File: src/rtl/mdio_sched.sv
`timescale 1ns/1ps
`default_nettype none
// ============================================================================
// Module   : mdio_sched
// Purpose  : Shares one MDIO/MDC serial engine between a host register-access
//            port and an autonomous link-status poller. Each transaction is
//            walked through the engine's request / busy / read-strobe
//            handshake, and a per-PHY link-up vector is kept up to date so the
//            rest of the design never has to touch MDIO to learn link state.
// Revision : 1.0  initial release
// ----------------------------------------------------------------------------
// Ports
//   clk, reset                 system clock (also the MDC rate), async active-low reset
//   host_req_i                 host request level, held until host_ack_o
//   host_op_i                  2'b10 read, 2'b01 write, anything else is rejected
//   host_phy_i, host_reg_i     host PHY / register address
//   host_wdata_i               host write data
//   host_ack_o                 one-cycle completion pulse
//   host_err_o                 valid with host_ack_o: illegal op or engine timeout
//   host_rdata_o               last successful host read data
//   poll_enb_i                 enables the link-status poller
//   link_up_o                  latched link bit per PHY
//   link_chg_o                 one-cycle pulse when any link_up_o bit changes
//   busy_o                     scheduler is not idle
//   req_enb_o                  engine request strobe
//   req_op_o, phy_addr_o,
//   reg_addr_o, data_phy_o     engine command fields, stable for the whole transaction
//   work_flag_i                engine busy
//   data_sta_i, sta_enb_i      engine read data and its valid strobe
// ============================================================================
module mdio_sched #(
  parameter logic [23:0] POLL_INTERVAL = 24'd1_000_000,
  parameter int          NUM_PHY       = 4,
  parameter logic [4:0]  PHY_BASE      = 5'd0,
  parameter logic [4:0]  POLL_REG      = 5'd1,
  parameter int          LINK_BIT      = 2
) (
  input  logic               clk,
  input  logic               reset,
  input  logic               host_req_i,
  input  logic [1:0]         host_op_i,
  input  logic [4:0]         host_phy_i,
  input  logic [4:0]         host_reg_i,
  input  logic [15:0]        host_wdata_i,
  output logic               host_ack_o,
  output logic               host_err_o,
  output logic [15:0]        host_rdata_o,
  input  logic               poll_enb_i,
  output logic [NUM_PHY-1:0] link_up_o,
  output logic               link_chg_o,
  output logic               busy_o,
  output logic               req_enb_o,
  output logic [1:0]         req_op_o,
  output logic [4:0]         phy_addr_o,
  output logic [4:0]         reg_addr_o,
  output logic [15:0]        data_phy_o,
  input  logic               work_flag_i,
  input  logic [15:0]        data_sta_i,
  input  logic               sta_enb_i
);

  localparam int                 c_idx_w    = (NUM_PHY > 1) ? $clog2(NUM_PHY) : 1;
  localparam logic [1:0]         c_op_read  = 2'b10;
  localparam logic [1:0]         c_op_write = 2'b01;
  localparam logic [c_idx_w-1:0] c_last_idx = c_idx_w'(NUM_PHY - 1);
  localparam logic [c_idx_w-1:0] c_idx_one  = c_idx_w'(1);
  localparam logic [23:0]        c_timer_tc = POLL_INTERVAL - 24'd1;
  // Fourth consecutive WAIT_START cycle without work_flag aborts.
  localparam logic [1:0]         c_start_tmo = 2'd3;

  typedef enum logic [2:0] {
    IDLE       = 3'd0,
    ISSUE      = 3'd1,
    WAIT_START = 3'd2,
    WAIT_DONE  = 3'd3,
    FINISH     = 3'd4
  } state_t;

  state_t               state_q, state_d;
  logic [1:0]           to_cnt_q;
  logic                 src_q;         // source of the transaction in flight: 0 host, 1 poll
  logic                 last_grant_q;  // 0 host, 1 poll
  logic [c_idx_w-1:0]   poll_idx_q;
  logic [23:0]          timer_q;
  logic                 poll_pend_q;
  logic [NUM_PHY-1:0]   link_up_q;
  logic                 link_chg_q;
  logic                 host_ack_q;
  logic                 host_err_q;
  logic [15:0]          host_rdata_q;
  logic [1:0]           req_op_q;
  logic [4:0]           phy_addr_q;
  logic [4:0]           reg_addr_q;
  logic [15:0]          data_phy_q;

  logic w_grant_host;
  logic w_grant_poll;
  logic w_fin;        // this edge enters FINISH
  logic w_fin_err;    // the transaction entering FINISH failed
  logic w_fin_poll;
  logic w_rd_ok;
  logic w_host_op_ok;
  logic w_timer_tc;

  assign w_host_op_ok = (host_op_i == c_op_read) || (host_op_i == c_op_write);
  assign w_timer_tc   = (timer_q == c_timer_tc);
  // A rejected host op enters FINISH straight from IDLE, before src_q is loaded.
  assign w_fin_poll   = (state_q != IDLE) && src_q;
  assign w_rd_ok      = (state_q == WAIT_DONE) && !w_fin_err && (req_op_q == c_op_read);

  always_comb begin
    state_d      = state_q;
    w_grant_host = 1'b0;
    w_grant_poll = 1'b0;
    w_fin        = 1'b0;
    w_fin_err    = 1'b0;
    case (state_q)
      IDLE: begin
        // On contention the source not granted last wins.
        if (host_req_i && (!poll_pend_q || last_grant_q)) begin
          w_grant_host = 1'b1;
        end else if (poll_pend_q) begin
          w_grant_poll = 1'b1;
        end
        if (w_grant_host) begin
          if (w_host_op_ok) begin
            state_d = ISSUE;
          end else begin
            state_d   = FINISH;
            w_fin     = 1'b1;
            w_fin_err = 1'b1;
          end
        end else if (w_grant_poll) begin
          state_d = ISSUE;
        end
      end
      ISSUE: begin
        state_d = WAIT_START;
      end
      WAIT_START: begin
        if (work_flag_i) begin
          state_d = WAIT_DONE;
        end else if (to_cnt_q == c_start_tmo) begin
          state_d   = FINISH;
          w_fin     = 1'b1;
          w_fin_err = 1'b1;
        end
      end
      WAIT_DONE: begin
        if (!work_flag_i) begin
          state_d   = FINISH;
          w_fin     = 1'b1;
          // A read that completes without its data strobe is treated as a timeout.
          w_fin_err = (req_op_q == c_op_read) && !sta_enb_i;
        end
      end
      FINISH: begin
        state_d = IDLE;
      end
      default: begin
        state_d = IDLE;
      end
    endcase
  end

  always_ff @(posedge clk or negedge reset) begin
    if (!reset) begin
      state_q      <= IDLE;
      to_cnt_q     <= 2'd0;
      src_q        <= 1'b0;
      last_grant_q <= 1'b0;
      poll_idx_q   <= '0;
      timer_q      <= 24'd0;
      poll_pend_q  <= 1'b0;
      link_up_q    <= '0;
      link_chg_q   <= 1'b0;
      host_ack_q   <= 1'b0;
      host_err_q   <= 1'b0;
      host_rdata_q <= 16'd0;
      req_op_q     <= 2'd0;
      phy_addr_q   <= 5'd0;
      reg_addr_q   <= 5'd0;
      data_phy_q   <= 16'd0;
    end else begin
      state_q    <= state_d;
      host_ack_q <= 1'b0;
      host_err_q <= 1'b0;
      link_chg_q <= 1'b0;

      if (state_q == ISSUE) begin
        to_cnt_q <= 2'd0;
      end else if ((state_q == WAIT_START) && !work_flag_i) begin
        to_cnt_q <= to_cnt_q + 2'd1;
      end

      if (w_grant_host) begin
        src_q        <= 1'b0;
        last_grant_q <= 1'b0;
        req_op_q     <= host_op_i;
        phy_addr_q   <= host_phy_i;
        reg_addr_q   <= host_reg_i;
        data_phy_q   <= host_wdata_i;
      end else if (w_grant_poll) begin
        src_q        <= 1'b1;
        last_grant_q <= 1'b1;
        req_op_q     <= c_op_read;
        phy_addr_q   <= PHY_BASE + 5'(poll_idx_q);
        reg_addr_q   <= POLL_REG;
        data_phy_q   <= 16'd0;
      end

      // Results are registered on the edge into FINISH so they are visible
      // during the FINISH cycle itself.
      if (w_fin) begin
        if (w_fin_poll) begin
          if (!w_fin_err) begin
            link_up_q[poll_idx_q] <= data_sta_i[LINK_BIT];
            link_chg_q            <= link_up_q[poll_idx_q] ^ data_sta_i[LINK_BIT];
          end
          poll_idx_q <= (poll_idx_q == c_last_idx) ? '0 : poll_idx_q + c_idx_one;
        end else begin
          host_ack_q <= 1'b1;
          host_err_q <= w_fin_err;
          if (w_rd_ok) begin
            host_rdata_q <= data_sta_i;
          end
        end
      end

      // Poll timer; an expiry while a poll is still pending is simply dropped.
      if (!poll_enb_i) begin
        timer_q     <= 24'd0;
        poll_pend_q <= 1'b0;
      end else begin
        timer_q <= w_timer_tc ? 24'd0 : timer_q + 24'd1;
        if (w_fin && w_fin_poll) begin
          poll_pend_q <= 1'b0;
        end else if (w_timer_tc) begin
          poll_pend_q <= 1'b1;
        end
      end
    end
  end

  assign host_ack_o   = host_ack_q;
  assign host_err_o   = host_err_q;
  assign host_rdata_o = host_rdata_q;
  assign link_up_o    = link_up_q;
  assign link_chg_o   = link_chg_q;
  assign busy_o       = (state_q != IDLE);
  assign req_enb_o    = (state_q == ISSUE);
  assign req_op_o     = req_op_q;
  assign phy_addr_o   = phy_addr_q;
  assign reg_addr_o   = reg_addr_q;
  assign data_phy_o   = data_phy_q;

endmodule
`default_nettype wire

File: config.mk
export PLATFORM = sky130hd
export DESIGN_NAME = mdio_sched
export DESIGN_NICKNAME = d
export VERILOG_FILES = /design/src/rtl/mdio_sched.sv
export SDC_FILE = /design/constraint.sdc
export NUM_CORES = 1
export LEC_CHECK = 0
export ABC_AREA = 1
export CAP_MARGIN = 10
export CORE_MARGIN = 2
export CORE_UTILIZATION = 45
export DETAILED_ROUTE_END_ITERATION = 8
export PLACE_DENSITY_LB_ADDON = 0.05
export SYNTH_ARGS = -nofsm -noshare
export SYNTH_HDL_FRONTEND = slang
export SYNTH_SLANG_ARGS = --single-unit
File: constraint.sdc
create_clock -name clk -period 1.9 [get_ports clk]
set_input_delay 0.475 -clock clk [delete_from_list [all_inputs] [get_ports clk]]
set_output_delay 0.475 -clock clk [all_outputs]
set_load 0.05 [all_outputs]
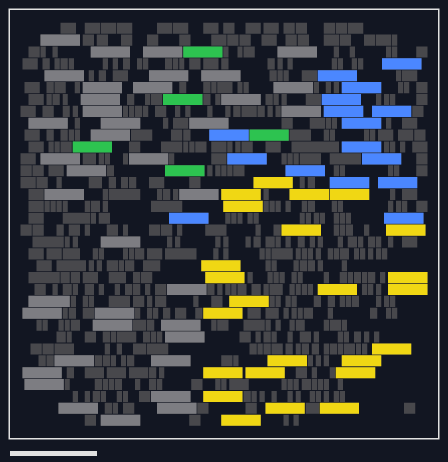
Run 1: sequential cells coloured by netlist name
Bar = 20 um. Other sequential cells in the stronger grey, the rest of the logic in the fainter grey.
- timer_q: yellow (sequential cells 24)
- reg_addr_o: green (sequential cells 5)
- host_rdata_o: blue (sequential cells 16)

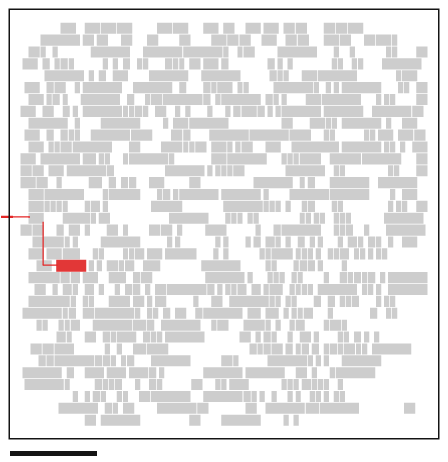
Run 1: wires at chosen ports, followed through buffers
Bar = 20 um.
- host_req_i: red (direction input; end cells 1; buffers 1; wire 17.2 um)

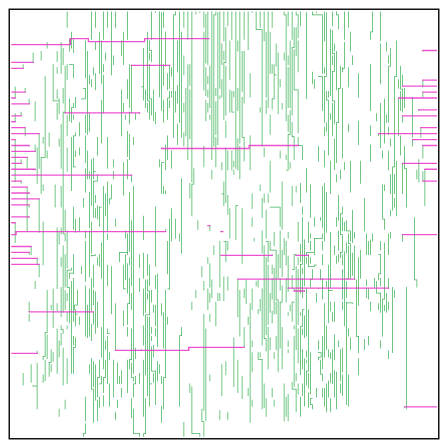
Run 1: wiring by layer
Two of the layers only.
- M2: green (wire length 4850 um)
- M3: magenta (wire length 469 um)

==> results.py, run 1 <==
# Metrics from the implementation run
metrics = {
    "job": {
        "cap_violations": 0,
        "warnings": 29,
    },
    "logic_synthesis": {
        "ys_cells": 503,
        "syn-cell-area_mm2": 0.00398,
        "yosys_area_mm2": 0.00398,
        "ys_async_sr_fraction": 1.00,
        "topCellsByArea": "dfrtp_1 53%, nand2_1 17%, nor2_1 6.8%",
        "top_cell": "nand2_1",
        "common_cells": "180 x nand2_1, 84 x dfrtp_1, 72 x nor2_1",
        "yosysWarnings": 0,
        "synth_flops": 84,
        "synth_cell_types": 30,
        "synth_nets": 559,
        "ys_seq_frac": 0.528,
    },
    "clock_network": {
        "cts_tree": "built",
        "clk_pin_slew_ns": 0.09,
        "clock_path_buffers": 2,
        "clkLatencyLatePin_ns": 0.35,
        "cts-resized-gates": 0,
        "cts-root-buf": "clkbuf_8",
        "postCtsSetupBuffers": 0,
    },
    "place": {
        "gp_congestion": 0.843,
        "port_buffers": 102,
        "dp_hpwl_mm": 7.17,
        "placed_area_mm2": 0.00520,
        "place_inst": 726,
        "post-place-ws_ns": -0.192,
    },
    "global_route": {
        "grt_pass1_wl_mm": 16.0,
        "grt_pass1_vias": 3458,
        "grtUsageTotal": 0.204,
        "grt_max_degree": 43,
        "antenna_found_initial": 0,
    },
    "finish": {
        "final_common_cell": "nand2_1",
        "layout.non_clock_buffers": 124,
        "areaGrowthSynthToFinish_pct": 35.7,
        "n_all_inverters": 44,
        "stdcell_area_mm2": 0.00540,
        "clkbuf_count": 10,
        "largest_cell_class": "sequential cells",
        "stdcell_count": 742,
        "nonClkBufAreaFrac": 0.209,
        "antennaDiodeCount": 0,
        "comb_share": 0.309,
        "clk_share": 0.0368,
        "fin_nets": 685,
    },
    "status": {
        "status": "finished clean",
    },
    "sta": {
        "finalSetupViolCount": 0,
        "max_freq_ghz": 0.563,
        "rsz0062_at_grt": "false",
        "finalHoldViolCount": 0,
        "post-route-period-util": 0.936,
        "drv_slew": 0,
        "finalWorstSetupSlack_ns": 0.122,
        "slew_headroom": 0.707,
        "finClkSkew_ns": 0.0127,
    },
    "power_and_ir_drop": {
        "powerDensity_mw_per_mm2": 1470,
        "p_leak_nw": 2.74,
        "peakVddDrop_uv": 938,
    },
    "floorplanning": {
        "die_h_um": 98.0,
        "placementRows": 34,
        "num_tap_cells": 108,
        "die_area_mm2": 0.00961,
        "fp_util": 0.461,
        "io_pins": 103,
    },
    "worst_setup_path": {
        "reg2reg_depth": 7,
        "arrival_ns": 1.30,
        "endpoint_kind": "primary output",
        "critPathRequiredTime_ns": 1.42,
        "cp-start-kind": "flop",
        "r2r_start": "state_q[2]$_DFFE_PN0P_",
        "worst-setup-path-type": "flop to primary output",
        "cp_max_fo": 5,
    },
    "route": {
        "finalWirelength_mm": 9.54,
        "detail-route-antenna-nets": 0,
        "post_drt_wl_per_cell_um": 12.9,
        "vias_per_cell": 4.88,
    },
}
-- run 1: state kept, by name (all words and copies together), names as in the netlist, 3 cells and up --
register	flops
data_phy_o	16
host_rdata_o	16
link_up_o	4
phy_addr_o	5
reg_addr_o	5
state_q	3
timer_q	24
-- run 1: worst max path at each step --
stage | startpoint | endpoint | slack, ns | cells past startpoint
3_5_place_dp | host_req_i | phy_addr_o[1]$_DFFE_PN0P_ | -0.19 | 7
2_1_floorplan | state_q[0]$_DFFE_PN0P_ | req_enb_o | 0.15 | 2
6_report | state_q[0]$_DFFE_PN0P_ | busy_o | 0.12 | 3
5_1_grt | host_req_i | phy_addr_o[0]$_DFFE_PN0P_ | 0.03 | 7
3_3_place_gp | host_req_i | phy_addr_o[1]$_DFFE_PN0P_ | -0.13 | 7
4_1_cts | state_q[0]$_DFFE_PN0P_ | req_enb_o | 0.03 | 3
-- run 1: cells by family after synthesis --
group                      count (synthesis)  share of synthesized area
AOI/OAI and AO/OA                         22                     0.0355
xor gates and xnor gates                   4                    0.00881
adders and majority gates                  6                     0.0189
buffers and inverters                     53                     0.0535
DFF                                       84                      0.528
and+or+nand+nor                          334                      0.355
-- run 1: per-layer routing --
layer	track usage	wire (um)	vias to the layer above
li1	-	-	1846
met1	0.266	4130	1701
met2	0.351	4850	70
met3	0.0422	469	6
met4	0.0491	88	0
met5	0	0	-
-- run 1: power by group --
group / total, mW / switching [mW] / internal (mW)
sequential: 2.63 / 0.339 / 2.29
clock: 1.30 / 0.674 / 0.625
combinational: 3.99 / 2.72 / 1.26
-- run 1: critical path: stages, from the launching register on --
cell     delay, ns
dfrtp_2       0.45
inv_1         0.18
nand3_2       0.15
buf_12        0.18
## Run 2: what changed since run 1
--- a/config.mk
+++ b/config.mk
@@ -6,7 +6,7 @@
 export NUM_CORES = 1
 export LEC_CHECK = 0
 export ABC_AREA = 1
-export CAP_MARGIN = 10
+export CAP_MARGIN = 40
 export CORE_MARGIN = 2
 export CORE_UTILIZATION = 45
 export DETAILED_ROUTE_END_ITERATION = 8
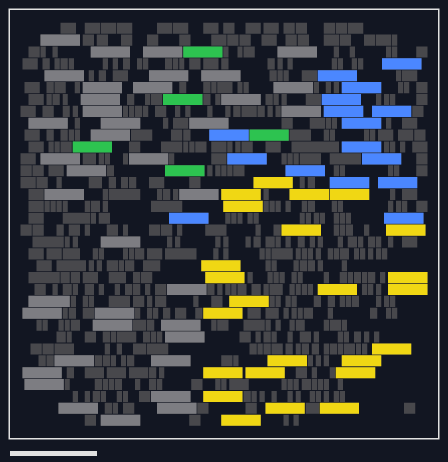
Run 2: sequential cells coloured by netlist name
Bar = 20 um. Other sequential cells in the stronger grey, the rest of the logic in the fainter grey.
- host_rdata_o: blue (sequential cells 16)
- reg_addr_o: green (sequential cells 5)
- timer_q: yellow (sequential cells 24)
- not coloured: 39

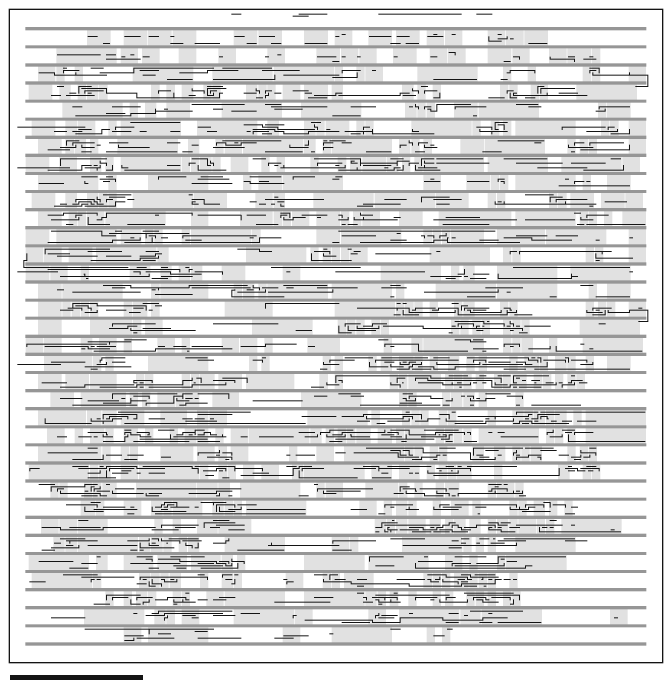
Run 2: metal 1
Bar = 20 um. Supply wires on this layer in grey.
- share of all routed wire: 43%
- wire length on this layer: 4130 um
- longest straight run: 27.1 um

==> run 2 against run 1 <==
Compared with the run above: register-to-register slack hardly changed; synthesized area stayed put; core utilization unchanged; total power unchanged; routed wire length is the same; global-route usage did not move; worst hold slack is the same; worst setup slack unchanged; largest cell class unchanged.
==> results.py, run 2 <==
# Metrics from the implementation run
metrics = {
    "status": {
        "status": "finished clean",
    },
    "clock_network": {
        "clk_pin_slew_ns": 0.09,
        "cts-root-buf": "clkbuf_8",
        "clock_path_buffers": 2,
    },
    "power_and_ir_drop": {
        "p_leak_nw": 2.74,
        "internal_power_mw": 4.18,
        "powerDensity_mw_per_mm2": 1470,
        "switching_share": 0.472,
    },
    "logic_synthesis": {
        "topCellsByArea": "dfrtp_1 53%, nand2_1 17%, nor2_1 6.8%",
        "yosysWarnings": 0,
        "ys_async_sr_fraction": 1.00,
        "common_cells": "180 x nand2_1, 84 x dfrtp_1, 72 x nor2_1",
        "ys_cells": 503,
    },
    "floorplanning": {
        "die_h_um": 98.0,
        "num_tap_cells": 108,
        "fp_util": 0.461,
    },
    "finish": {
        "fin_nets": 685,
        "stdcell_count": 742,
        "n_all_inverters": 44,
        "comb_share": 0.309,
        "layout.non_clock_buffers": 124,
    },
    "worst_setup_path": {
        "critical_path.max_stage_delay_ns": 0.45,
        "worstPathCellList": "inv_1 -> nand3_2 -> buf_12",
        "critical_path.top_delay_family": "flip-flops",
        "cp-start-kind": "flop",
        "cp_max_fo": 5,
        "endpoint_kind": "primary output",
    },
    "global_route": {
        "grtUsageTotal": 0.204,
        "grt_pass1_wl_mm": 16.0,
        "antenna_found_initial": 0,
    },
    "place": {
        "post-place-ws_ns": -0.192,
    },
    "sta": {
        "finClkSkew_ns": 0.0127,
        "post-route-period-util": 0.936,
        "finalSetupViolCount": 0,
    },
    "route": {
        "vias_per_cell": 4.88,
        "finalWirelength_mm": 9.54,
    },
}
-- run 2: cell counts in the layout (fill, tap and decap cells not counted) --
No cell type changed its count.
-- run 2: metal layers --
layer	track usage	vias to the layer above	routed length, um	part of all wire
li1	-	1846	-	-
met1	0.266	1701	4130	0.43
met2	0.351	70	4850	0.51
met3	0.0422	6	469	0.049
met4	0.0491	0	88	0.0092
met5	0	-	0	0
-- run 2: worst max path at each step --
stage | start | to | slack [ns] | depth (start not counted)
after floorplan | state_q[0]$_DFFE_PN0P_ | req_enb_o | 0.15 | 2
after global placement | host_req_i | phy_addr_o[1]$_DFFE_PN0P_ | -0.13 | 7
after detailed placement | host_req_i | phy_addr_o[1]$_DFFE_PN0P_ | -0.19 | 7
after CTS | state_q[0]$_DFFE_PN0P_ | req_enb_o | 0.03 | 3
after global routing | host_req_i | phy_addr_o[0]$_DFFE_PN0P_ | 0.03 | 7
final | state_q[0]$_DFFE_PN0P_ | busy_o | 0.12 | 3
-- run 2: worst reg2reg max path, stage by stage (launching register included) --
cell,delay [ns]
dfrtp_1,0.41
nor2_1,0.25
o211ai_1,0.20
a21oi_1,0.27
nand3_2,0.12
buf_12,0.17
nand2_1,0.06
nand2_1,0.04
-- run 2: power by group through the flow --
| stage | registers, mW | clock network [mW] | logic (mW) |
|---|---|---|---|
| floorplan | 4.04 | 0 | 1.19 |
| global placement | 2.64 | 0 | 3.97 |
| detailed placement | 2.65 | 0 | 4.02 |
| CTS | 2.62 | 1.35 | 4.02 |
| global route | 2.69 | 1.43 | 4.28 |
| finish | 2.63 | 1.30 | 3.99 |
-- run 2: logic make-up after synthesis --
family          share of synthesized area
buf+inv                            0.0535
compound gates                     0.0355
xor+xnor                          0.00881
fa+ha+maj                          0.0189
flops                               0.528
simple gates                        0.355
## Run 3: what changed since run 2
--- a/config.mk
+++ b/config.mk
@@ -6,6 +6,7 @@
 export NUM_CORES = 1
 export LEC_CHECK = 0
 export ABC_AREA = 1
+export ABC_CLOCK_PERIOD_IN_PS = 1900
 export CAP_MARGIN = 40
 export CORE_MARGIN = 2
 export CORE_UTILIZATION = 45
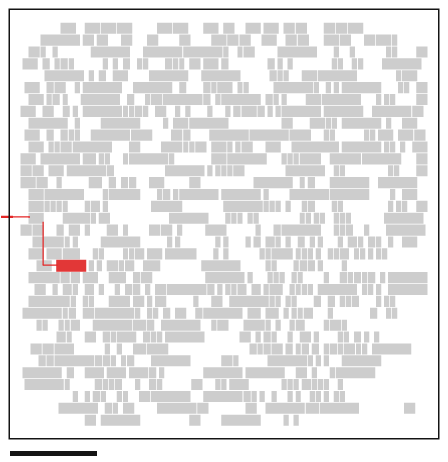
Run 3: wires at chosen ports, followed through buffers
Bar = 20 um.
- host_req_i: red (direction input; end cells 1; buffers 1; wire 17.2 um)

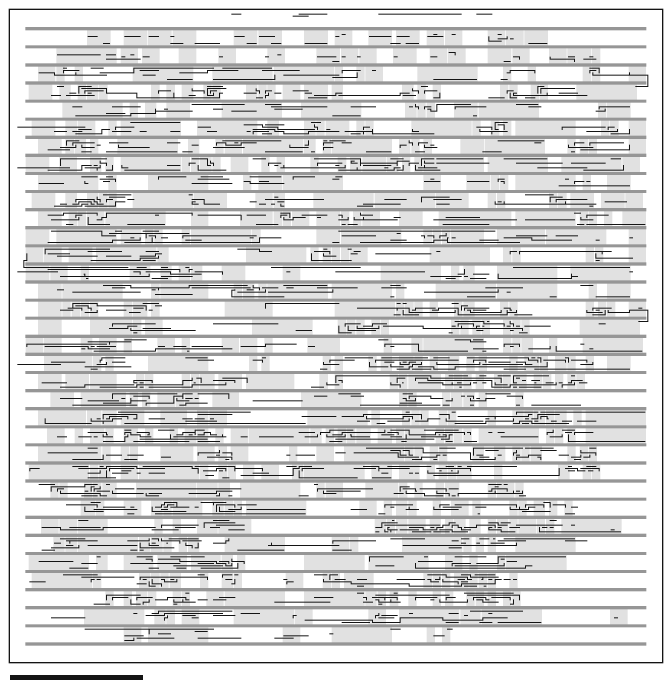
Run 3: metal 1
Bar = 20 um. Supply wires on this layer in grey.
- main direction: horizontal
- nets with wire on the layer: 593
- longest straight run: 27.1 um

==> run 3 against run 2 <==
Compared with the run above: synthesized cell count unchanged; critical endpoint unchanged; sequential share of layout area unchanged; largest power group unchanged; routed wire length unchanged; design area unchanged; cell count unchanged; first-iteration DRC count unchanged; critical path depth unchanged; synthesized area unchanged; via count unchanged.
==> results.py, run 3 <==
# Metrics from the implementation run
metrics = {
    "power_and_ir_drop": {
        "peakVddDrop_uv": 938,
    },
    "logic_synthesis": {
        "synth_flops": 84,
        "yosysWarnings": 0,
        "ys_seq_frac": 0.528,
        "topCellsByArea": "dfrtp_1 53%, nand2_1 17%, nor2_1 6.8%",
        "synth_cell_types": 30,
    },
    "clock_network": {
        "clk_pin_slew_ns": 0.09,
        "cts_tree": "built",
        "cts-resized-gates": 0,
        "clock_path_buffers": 2,
    },
    "route": {
        "vias_per_cell": 4.88,
    },
    "sta": {
        "drv_slew": 0,
        "finalWorstSetupSlack_ns": 0.122,
        "finalSetupViolCount": 0,
        "rsz0062_at_grt": "false",
        "post-route-period-util": 0.936,
        "max_freq_ghz": 0.563,
        "slew_headroom": 0.707,
    },
    "finish": {
        "antennaDiodeCount": 0,
        "areaGrowthSynthToFinish_pct": 35.7,
    },
    "place": {
        "placed_area_mm2": 0.00520,
        "gp_congestion": 0.843,
    },
    "worst_setup_path": {
        "critPathRequiredTime_ns": 1.42,
        "endpoint_kind": "primary output",
        "cp-start-kind": "flop",
        "arrival_ns": 1.30,
        "critical_path.top_delay_family": "flip-flops",
        "path_buffers": 2,
        "crit_slowest_cell": "dfrtp_2",
    },
    "floorplanning": {
        "die_area_mm2": 0.00961,
        "die_h_um": 98.0,
    },
    "global_route": {
        "antenna_found_initial": 0,
        "grtUsageTotal": 0.204,
    },
    "job": {
        "cap_violations": 0,
    },
    "status": {
        "status": "finished clean",
    },
}
-- run 3: cell counts in the layout (fill, tap and decap cells not counted) --
Identical to the previous run, type by type.
-- run 3: area by class of cell --
cell class | count | area share
inverters | 44 | 0.0306
repair buffers | 124 | 0.209
multi-input cells | 366 | 0.309
well taps | 108 | 0.0250
clock inverters | 6 | 0.0132
flip-flops and latches | 84 | 0.390
clock buffers | 10 | 0.0236
-- run 3: final timing paths --
| path | from | depth (start not counted) | end |
|---|---|---|---|
| max in group asynchronous | reset | 2 | state_q[0]$_DFFE_PN0P_ |
| setup / recovery | state_q[0]$_DFFE_PN0P_ | 3 | busy_o |
| hold reg to reg | timer_q[0]$_DFF_PN0_ | 1 | timer_q[0]$_DFF_PN0_ |
| setup reg to reg | state_q[2]$_DFFE_PN0P_ | 7 | host_rdata_o[11]$_DFFE_PN0P_ |
| hold / removal | reset | 1 | timer_q[22]$_DFF_PN0_ |
| min in group clk | timer_q[0]$_DFF_PN0_ | 1 | timer_q[0]$_DFF_PN0_ |
-- run 3: metal layers --
layer  global-route usage  part of all wire  vias to the layer above
met1                0.266              0.43                     1701
met4               0.0491            0.0092                        0
li1                     -                 -                     1846
met3               0.0422             0.049                        6
met2                0.351              0.51                       70
met5                    0                 0                        -
-- run 3: logic make-up (layout without fill, tap and decap cells) --
kind of cell,count (synthesis),in the layout,share of synthesized area
adder cells (fa/ha/maj),6,6,0.0189
flip-flops,84,84,0.528
AND-OR/OR-AND,22,22,0.0355
buffers and inverters,53,184,0.0535
XOR/XNOR,4,4,0.00881
AND/OR/NAND/NOR,334,334,0.355
-- run 3: power breakdown --
group          internal [mW]  switching (mW)
Clock                  0.625           0.674
Sequential              2.29           0.339
Combinational           1.26            2.72
No activity file was given, so power comes from the tool's default toggle rates.
